==> config.mk <==
export PLATFORM = sky130hd
export DESIGN_NAME = stage_evaluator
export DESIGN_NICKNAME = d
export VERILOG_FILES = /design/src/rtl/classifier_pkg.sv /design/src/rtl/rect_mac.sv /design/src/rtl/stage_evaluator.sv
export SDC_FILE = /design/constraint.sdc
export NUM_CORES = 1
export LEC_CHECK = 0
export CAP_MARGIN = 30
export CORE_MARGIN = 10
export CORE_UTILIZATION = 25
export CTS_CLUSTER_SIZE = 24
export DETAILED_ROUTE_END_ITERATION = 10
export GPL_ROUTABILITY_DRIVEN = 0
export PLACE_DENSITY = 0.37
export SETUP_SLACK_MARGIN = 0.1
export SYNTH_ARGS = -nofsm -noshare
export SYNTH_HDL_FRONTEND = slang
export SYNTH_SLANG_ARGS = --single-unit
==> constraint.sdc <==
create_clock -name clk -period 16.79 [get_ports clk]
set_input_delay 5.037 -clock clk [delete_from_list [all_inputs] [get_ports clk]]
set_output_delay 5.037 -clock clk [all_outputs]
set_load 0.01 [all_outputs]
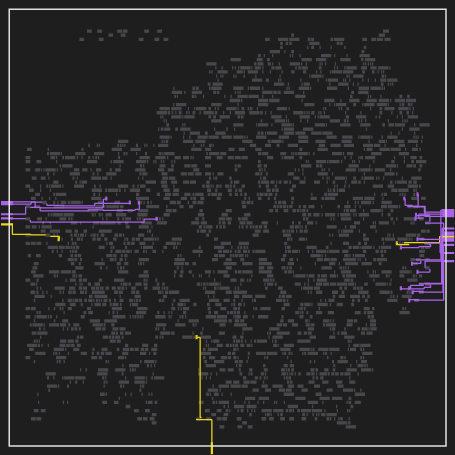
Run 1: I/O nets highlighted
(1.5 px per µm)
| port | color | bits | direction | edge | end cells | buffers | wire |
|---|---|---|---|---|---|---|---|
| feat_w1 | yellow | 3 | input | 1 right, 1 bottom, 1 left | 3 | 3 | 162 µm |
| feat_thr | purple | 16 | input | 12 right, 4 left | 16 | 16 | 888 µm |
I/O pin cnt: 122
number of I/O port buffers: 121

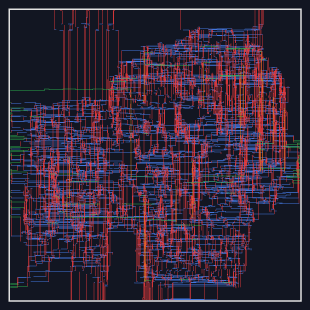
Run 1: signal wires by layer
(1 px per µm)
| layer | color | wire length |
|---|---|---|
| metal 1 | blue | 25.2 mm |
| metal 4 | orange | 863 µm |
| metal 2 | red | 28.1 mm |
| metal 3 | green | 1310 µm |
GR Util All Layers: 13.4%
total wire length: 55.5 mm
DR vias: 14700

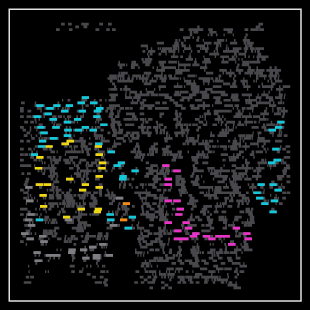
Run 1: register map, names as in the netlist
(1 px per µm)
| signal | color | flops |
|---|---|---|
| u_rect_mac.acc | magenta | 24 |
| idx_q | orange | 2 |
| stage_acc_q | yellow | 22 |
| desc_q | cyan | 56 |
not colored: 25
Reg area: 2580 µm²
Final Util: 29.5%

==> impl_metrics.toml, run 1 <==
# generated from flow reports
[synth]
netlist_top_cells_area = "fa_1, ha_1, dfxtp_1, nand2_1, inv_1"
ys_sh_simple_pct = 18.3
fa_ha_area_share_pct = 42.8
async_flop_share_pct = 0
netlist_area_um2 = 18200
synth_seq_share_pct = 14.2
ys_ff = 129
yosysCellCount = 2179
synth_area_leader_cell = "fa_1"

[die]
core_um2 = 72700
initCoreUtil_pct = 25.1
chipArea_um2 = 84200

[route]
first_pass_iters = 5
top_layer = "met4"
ant_nets = 0

[clock_tree]
hold_buffers = 0
cts_tree = "yes"
htreeDepth = 4
clock_path_buffers = 2
post_cts_buffers = 0
clock_latency_ns = 0.44

[timing]
finalSetupTns_ns = 0
hold_viol = 0

[critical_path]
critPathMaxStageDelay_ns = 0.59
cp_num_cells = 47
critPathBufInv = 6

[grt]
grt_util_met2_pct = 24.3
antenna_found_initial = 0
top_usage_layer = "met2"

[cells_and_area]
largest_reg_flops = 56
design_area_um2 = 21500
fillers = 7825
syn_to_final_growth_pct = 17.6
fin_nets = 2899

[min_path]
holdPathStages = 2

[place]
place_area_um2 = 20800

[power_and_ir_drop]
p_leak_nw = 10.3
p_seq_share_pct = 20.9
power_density_nw_per_um2 = 78.4
switching_share_pct = 45.0

[outcome]
status = "completed"
run 1: worst min-delay path: cells and delay by family, from the launching register on:
family	cells	cell delay, ns
AND-OR/OR-AND	1	0.05
flip-flops	1	0.31
AND/OR/NAND/NOR	1	0.05
run 1: power by group through the flow:
stage | clock network (mW) | registers (mW) | logic, mW
floorplan | 0 | 0.341 | 0.663
global placement | 0 | 0.359 | 0.948
detailed placement | 0 | 0.359 | 0.952
CTS | 0.409 | 0.352 | 0.963
global route | 0.423 | 0.355 | 1.08
finish | 0.393 | 0.351 | 0.939
run 1: layout make-up:
type,instances,share of cell area [%]
antenna,1,0.0117
clock buffer,17,1.98
clock inverter,15,0.781
inverter,328,5.73
multi-input combinational,1643,66.0
sequential,129,12.0
tap,959,5.59
timing repair buffer,180,7.89
Run 1, clock nets:
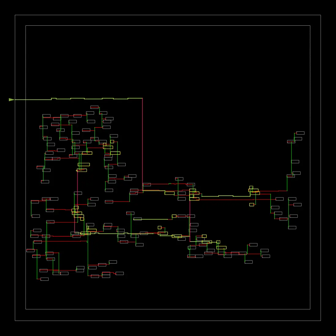

==> run 2, diff against run 1 <==
--- a/config.mk
+++ b/config.mk
@@ -7,11 +7,11 @@
 export LEC_CHECK = 0
 export CAP_MARGIN = 30
 export CORE_MARGIN = 10
-export CORE_UTILIZATION = 25
+export CORE_UTILIZATION = 45
 export CTS_CLUSTER_SIZE = 24
 export DETAILED_ROUTE_END_ITERATION = 10
 export GPL_ROUTABILITY_DRIVEN = 0
-export PLACE_DENSITY = 0.37
+export PLACE_DENSITY = 0.61
 export SETUP_SLACK_MARGIN = 0.1
 export SYNTH_ARGS = -nofsm -noshare
 export SYNTH_HDL_FRONTEND = slang
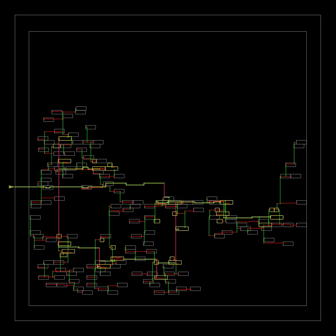
Run 2: clock nets
flop count: 129
CTS Buf Count: 17
worst skew pair latency: 0.43 ns
P_clk: 0.360 mW
Clock Skew: 0.0150 ns

==> impl_metrics.toml, run 2 <==
# generated from flow reports
[power_and_ir_drop]
switching_share_pct = 43.4
p_leak_nw = 10.1
pg_comb_mw = 0.880
seq-power_mw = 0.354

[outcome]
status = "completed"

[clock_tree]
htreeDepth = 4
clock_path_buffers = 2
cts_tree = "yes"

[cells_and_area]
syn_to_final_growth_pct = 13.2
fillers = 3810
largest_reg_flops = 56

[route]
totalWireLength_mm = 44.8
first_pass_iters = 5

[synth]
synth_seq_share_pct = 14.2
yosysCellCount = 2179
ys_ff = 129
async_flop_share_pct = 0
ys_sh_simple_pct = 18.3

[critical_path]
critPathBufInv = 7

[timing]
finalSetupTns_ns = 0
hold_viol = 0

[place]
place_area_um2 = 20000
portBuffers = 121

[die]
chipArea_um2 = 49000
ioPinCount = 122

[grt]
antenna_found_initial = 1
grtUsageTotal_pct = 18.5
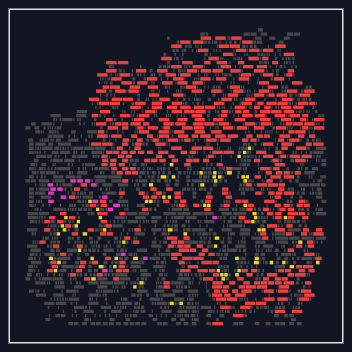
Run 2: logic cells by family
(1.5 px per µm)
| family | color | cells |
|---|---|---|
| fa/ha/maj cells | red | 482 |
| non-inverting ao/oa cells | yellow | 74 |
| mux cells | magenta | 18 |
non-filler instance count after layout: 2806
Comb/total area: 68.5%
most common cell after layout, fill and taps aside: nand2_1

run 2: area by class of cell:
type / count / area (µm²) / area share, %
Inverter: 328 / 1230 / 5.96
Sequential cell: 129 / 2580 / 12.5
Antenna cell: 1 / 2.50 / 0.0121
Multi-Input combinational cell: 1643 / 14200 / 68.5
Tap cell: 525 / 657 / 3.18
Clock inverter: 13 / 116 / 0.563
Clock buffer: 19 / 453 / 2.19
Timing Repair Buffer: 148 / 1460 / 7.08
run 2: routing by layer:
layer  GRT usage, %  up-vias  part of all wire [%]
li1               -     7162                     -
met1           22.3     7308                    42
met2           33.8      268                    52
met3           2.86       46                   4.4
met4           4.05        0                   1.5
met5              0        -                     0
run 2: what timing repair did:
action / CTS / global route
gates resized: 0 / 15
setup buffers: 0 / 2
setup endpoints to repair: 0 / 1
hold buffers: 0 / 0
Power figures rest on the tool's default switching activity, not on a simulated workload.
